Figure 1. Metal 4 (run 1).
Cells faint in the background.
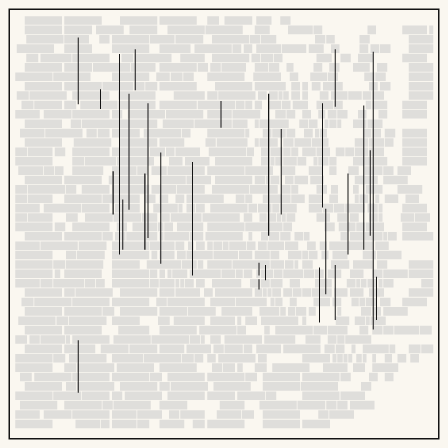
Figure 2. Metal layers overlaid (run 1).
Two of the layers only.
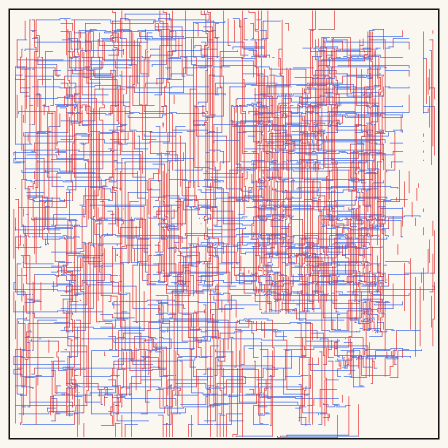
Figure 3. Track usage over the die (run 1).
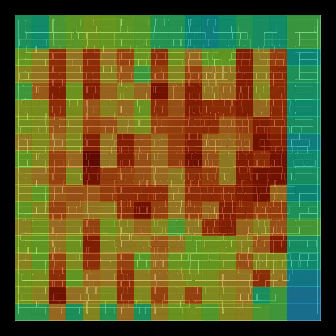
[src/rtl/wb_write_queue.sv]
// ---------------------------------------------------------------------------
// wb_write_queue
//   Write-back stage in front of the 32x32 register bank write port.
//   Completed results (dest index + value) are queued in order and retired
//   one per cycle onto sel/data. A per-register busy scoreboard is exported
//   for upstream hazard detection.
//
// Parameters
//   DEPTH   queue entries (power of two, >= 2)
//   DATA_W  result width (matches bank data width)
//   ADDR_W  register index width
//
// Ports
//   clk, rst        clock; synchronous active-high reset
//   in_valid/ready  upstream result handshake
//   in_rd, in_data  destination index / value (in_rd = 0 is accepted and dropped)
//   wr_stall        bank write port unavailable; hold the head
//   sel, data       bank write select/data (sel = 0 means no write)
//   busy            busy[r] = a queued entry targets r (bit 0 always 0)
//   count           number of valid entries
//
// Optional feature: define WB_FWD_EN to add the decode-stage forwarding
// ports fwd_rd / fwd_hit / fwd_data (youngest matching entry, head included).
// ---------------------------------------------------------------------------
module wb_write_queue #(
   parameter int DEPTH  = 4,
   parameter int DATA_W = 32,
   parameter int ADDR_W = 5
) (
   input  logic                       clk,
   input  logic                       rst,
   input  logic                       in_valid,
   output logic                       in_ready,
   input  logic [ADDR_W-1:0]          in_rd,
   input  logic [DATA_W-1:0]          in_data,
   input  logic                       wr_stall,
   output logic [ADDR_W-1:0]          sel,
   output logic [DATA_W-1:0]          data,
   output logic [31:0]                busy,
   output logic [$clog2(DEPTH+1)-1:0] count
`ifdef WB_FWD_EN
   ,
   input  logic [ADDR_W-1:0]          fwd_rd,
   output logic                       fwd_hit,
   output logic [DATA_W-1:0]          fwd_data
`endif
);

   localparam int PTR_W = $clog2(DEPTH);
   localparam int CNT_W = $clog2(DEPTH+1);

   typedef struct packed {
      logic [ADDR_W-1:0] rd;
      logic [DATA_W-1:0] data;
   } entry_t;

   entry_t [DEPTH-1:0] ent;
   logic   [DEPTH-1:0] entVld;
   logic   [PTR_W-1:0] rdPtr;
   logic   [PTR_W-1:0] wrPtr;
   logic   [CNT_W-1:0] cnt;
   logic   [31:0]      busyVec;

   logic full;
   logic push;
   logic pop;

   assign full     = (cnt == CNT_W'(DEPTH));
   assign in_ready = !rst && !full;
   // Index 0 is the hardwired zero register: handshake completes, nothing stored.
   assign push     = in_valid && in_ready && (in_rd != '0);
   assign pop      = !rst && (cnt != '0) && !wr_stall;

   assign sel   = pop ? ent[rdPtr].rd   : '0;
   assign data  = pop ? ent[rdPtr].data : '0;
   assign busy  = rst ? '0 : busyVec;
   assign count = cnt;

   // Push and pop never target the same slot in one cycle: that would need
   // the queue to be both empty (pop blocked) and full (push blocked).
   always_ff @(posedge clk) begin
      if (rst) begin
         rdPtr  <= '0;
         wrPtr  <= '0;
         cnt    <= '0;
         entVld <= '0;
      end else begin
         if (push) begin
            ent[wrPtr]    <= '{rd: in_rd, data: in_data};
            entVld[wrPtr] <= 1'b1;
            wrPtr         <= wrPtr + PTR_W'(1);
         end
         if (pop) begin
            entVld[rdPtr] <= 1'b0;
            rdPtr         <= rdPtr + PTR_W'(1);
         end
         case ({push, pop})
            2'b10:   cnt <= cnt + CNT_W'(1);
            2'b01:   cnt <= cnt - CNT_W'(1);
            default: cnt <= cnt;
         endcase
      end
   end

   // Scoreboard covers every valid entry, including the head retiring now,
   // so a bit drops only on the edge after its last entry leaves.
   always_comb begin
      busyVec = '0;
      for (int r = 1; r < 32; r++) begin
         for (int e = 0; e < DEPTH; e++) begin
            if (entVld[e] && (ent[e].rd == ADDR_W'(r))) busyVec[r] = 1'b1;
         end
      end
   end

`ifdef WB_FWD_EN
   // Walk oldest to youngest from the head; the last match wins, which is the
   // value the bank will finally hold.
   always_comb begin
      logic [PTR_W-1:0] idx;
      idx      = '0;
      fwd_hit  = 1'b0;
      fwd_data = '0;
      if (!rst && (fwd_rd != '0)) begin
         for (int i = 0; i < DEPTH; i++) begin
            idx = rdPtr + PTR_W'(i);
            if (entVld[idx] && (ent[idx].rd == fwd_rd)) begin
               fwd_hit  = 1'b1;
               fwd_data = ent[idx].data;
            end
         end
      end
   end
`endif

endmodule

[config.mk]
export PLATFORM = sky130hd
export DESIGN_NAME = wb_write_queue
export DESIGN_NICKNAME = d
export VERILOG_FILES = /design/src/rtl/wb_write_queue.sv
export SDC_FILE = /design/constraint.sdc
export NUM_CORES = 1
export LEC_CHECK = 0
export CAP_MARGIN = 20
export CORE_MARGIN = 1
export CORE_UTILIZATION = 49
export DETAILED_ROUTE_END_ITERATION = 6
export PLACE_DENSITY = 0.77
export SLEW_MARGIN = 5
export SYNTH_ARGS = -nofsm -noshare
export SYNTH_HDL_FRONTEND = slang
export SYNTH_SLANG_ARGS = --single-unit
[constraint.sdc]
create_clock -name clk -period 2.4 [get_ports clk]
set_clock_uncertainty 0.15 [all_clocks]
set_input_delay 0.48 -clock clk [delete_from_list [all_inputs] [get_ports clk]]
set_output_delay 0.48 -clock clk [all_outputs]
set_load 0.05 [all_outputs]
==> impl_metrics.json, run 1 <==
{
  "core_um2": 14500,
  "drcViolationCount": 0,
  "hold_class": "primary input to flip-flop",
  "syn-instance-count": 500,
  "globalRouteOverflowTotal": 0,
  "outcome": "finished, violations left",
  "final_cell_mix": "edfxtp_1, buf_4, buf_12",
  "period_used_share": 1.11,
  "placed_area_um2": 9840,
  "finalSetupViolations": 68,
  "maxSlewViolCount": 0,
  "dieArea_um2": 15400,
  "hpwl_mm": 14.2,
  "final_common_cell": "edfxtp_1",
  "h-tree-depth": 4,
  "top_cells_by_area": "edfxtp_1, mux4_2, and2_1",
  "hold_start": "in_rd[4]",
  "crit_slowest_cell": "edfxtp_1",
  "warning_count": 35,
  "cts_buffers": 17,
  "die_w_um": 124,
  "vdd_ir_drop_max_uv": 581,
  "grt_pass1_vias": 5588,
  "ys_sh_mux": 0.114,
  "slew_headroom": 0.610,
  "timing.hold.ws_ps": 278,
  "placementRows": 44,
  "holdBufCountCts": 0,
  "highest_layer": "met4",
  "ys_async_sr_fraction": 0,
  "r2r_slack_ps": 80,
  "grt_util_met1": 0.358,
  "violations": "negative setup slack",
  "max-cap-violations": 0,
  "reg2reg_from": "count[0]",
  "ant_nets": 0,
  "antenna_found_initial": 0,
  "grt_pass1_wl_mm": 31.9,
  "yosys_cells": 500,
  "p_leak_uw": 0.00396,
  "synth_nets": 551,
  "instances_no_fill": 908,
  "synth.avg_cell_area_um2": 14.6,
  "drive_gt1_frac": 0.539,
  "synth_cell_type_count": 38,
  "ctsLongestPathBuffers": 2,
  "yosysTopAreaCell": "edfxtp_1",
  "ys_warn_count": 0,
  "pwr_density_cell_nw_per_um2": 606,
  "synthSimpleGateAreaFrac": 0.106,
  "drt_iter0_drc": 505,
  "cts_root_buffer": "clkbuf_16",
  "diodes": 0,
  "cts_tree": "done",
  "fa_ha_area_frac": 0.0182,
  "boundaryPins": 114,
  "regToRegEndpoint": "count[2]",
  "worstPathMaxFanout": 4,
  "period_needed_ps": 2660,
  "netlist_area_um2": 7300,
  "setup_slack_ps": -257,
  "fin_nets": 762,
  "fin_setup_tns_ps": -11340,
  "cts_resized": 105,
  "reg2reg_depth": 11,
  "yosysSeqAreaShare": 0.639,
  "max_stage_delay_ps": 480,
  "clock_latency_ps": 420,
  "worst_setup_path_start_kind": "flip-flop"
}
## Picture notes: Figure 1
- share of all routed wire: 3.0%
- wire length on this layer: 660 µm
- longest straight run: 80.2 µm
total wire length: 22.3 mm
Vias: 5531

## Picture notes: Figure 2
- blue: M1 (wire length 8380 µm)
- red: M2 (wire length 11800 µm)
Tot GR Track Use: 0.290
Routed WL per cell: 24.6 µm

## Picture notes: Figure 3
M2 GR Usage: 0.502
GRT Max-Usage Layer: met2
met3 GRT Util: 0.0609
Core Util, Final: 0.788

-- run 1: sequential cells by signal (all words and copies together), names as in the netlist --
| name | count |
|---|---|
| ent | 148 |
| entVld | 4 |
| count | 3 |
| rdPtr | 2 |
| wrPtr | 2 |
-- run 1: layout make-up --
class	instances	area, µm²
clock buffers	18	429
well taps	184	230
clock inverters	14	121
multi-input cells	298	3090
repair buffers	221	2850
flip-flops and latches	159	4670
fillers	807	3090
inverters	14	52.6
-- run 1: report_power, final --
group	internal, µW	switching [µW]	total (µW)	leakage, µW
logic	633	592	1220	0.00226
registers	3140	72.6	3210	0.00144
clock network	1360	1150	2510	0.000266
total	5130	1810	6940	0.00396
Figure 4. Close-up of the layout (run 1).
Window x 81 to 106, y 19 to 44 µm. Cells in gray, sequential cells in the stronger gray; small squares are vias.
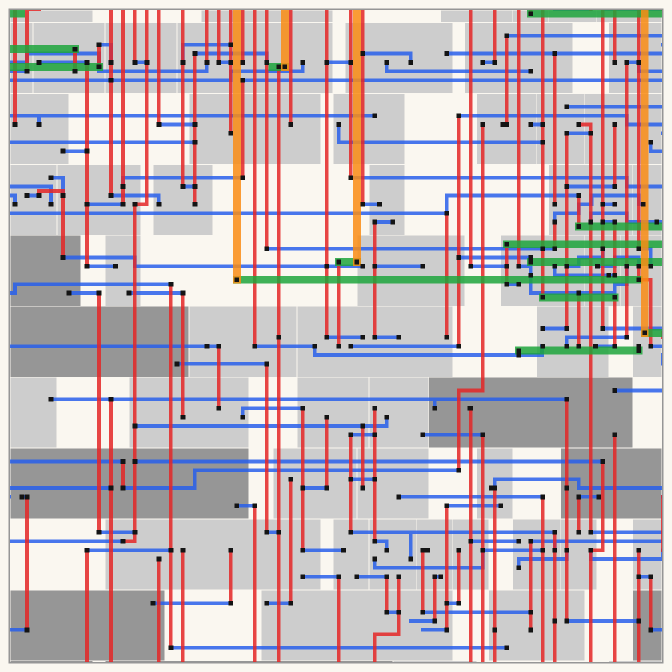

--- run 2 (diff from run 1) ---
CORE_ASPECT_RATIO = 0.5   (was default)
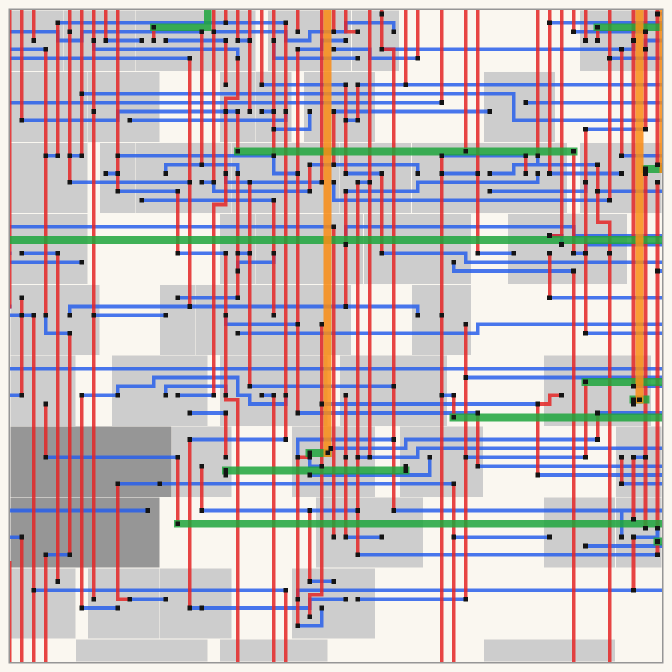
Figure 5: run 2, close-up of the layout.
Window x 118 to 143, y 10 to 35 µm. Cells in gray, sequential cells in the stronger gray; small squares are vias.
- red: M2
- green: M3
- orange: M4
- blue: M1
- most frequent: buf_4 (10), buf_6 (4)
- netlist names of flops here include: ent (2)
- cells with their middle in the window: 44
- sequential cells in the window: 2

==> impl_metrics.json, run 2 <==
{
  "outcome": "finished, violations left",
  "violations": "negative setup slack",
  "highest_layer": "met4",
  "p_leak_uw": 0.00398,
  "final_common_cell": "edfxtp_1",
  "synth_nets": 551,
  "hold_class": "primary input to flip-flop",
  "ant_nets": 0,
  "grt_use_total": 0.286,
  "timing.hold.ws_ps": 274,
  "final_core_util": 0.796,
  "fin_nets": 759,
  "die_w_um": 175,
  "largest_reg_flops": 148,
  "period_needed_ps": 2630,
  "grt_pass1_vias": 5467,
  "met2_usage": 0.493,
  "placementRows": 31,
  "maxSlewViolCount": 0,
  "yosysSeqAreaShare": 0.639,
  "yosys_cells": 500,
  "drive_gt1_frac": 0.556,
  "drcViolationCount": 0,
  "h-tree-depth": 4,
  "comb_area_um2": 3180,
  "cts_tree": "done",
  "cts_buffers": 17,
  "boundaryPins": 114,
  "finalSetupViolations": 68,
  "holdBufCountCts": 0,
  "fin_setup_tns_ps": -9760,
  "hpwl_mm": 13.2,
  "synth.avg_cell_area_um2": 14.6,
  "top_cells_by_area": "edfxtp_1, mux4_2, and2_1",
  "setup_slack_ps": -229,
  "fillCellCount": 748,
  "antenna_found_initial": 0,
  "grt_util_met1": 0.352,
  "drt_iter0_drc": 612
}
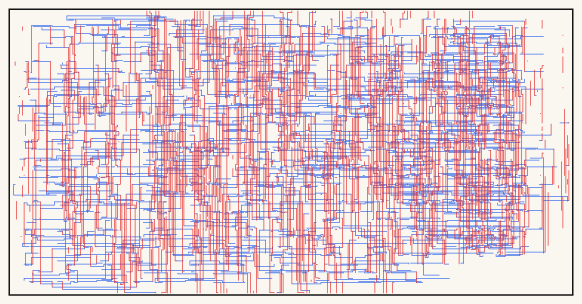
Figure 6: run 2, metal layers overlaid.
Two of the layers only.
Routed WL per cell: 25.3 µm
total wire length: 23.3 mm

[run 2: cell counts after synthesis]
Identical to the previous run, type by type.
[run 2: worst paths after layout]
kind          endpoint  cells past startpoint  slack, ps       from
max reg2reg   count[2]                     10        120   count[0]
max           busy[30]                      5       -230   ent[108]
min reg2reg  entVld[0]                      1        410  entVld[0]
min            ent[73]                      2        270   in_rd[4]
[run 2: final cells by class]
cell class / count / share of cell area
Inverter: 14 / 0.00477
Clock inverter: 12 / 0.0125
Timing Repair Buffer: 218 / 0.244
Tap cell: 198 / 0.0214
Clock buffer: 19 / 0.0375
Multi-Input combinational cell: 298 / 0.275
Sequential cell: 159 / 0.405
[run 2: power breakdown]
part	switching [µW]	internal (µW)
sequential	78.9	3140
clock	1080	1620
combinational	608	617
total	1760	5370
Power and IR drop assume default switching activity.
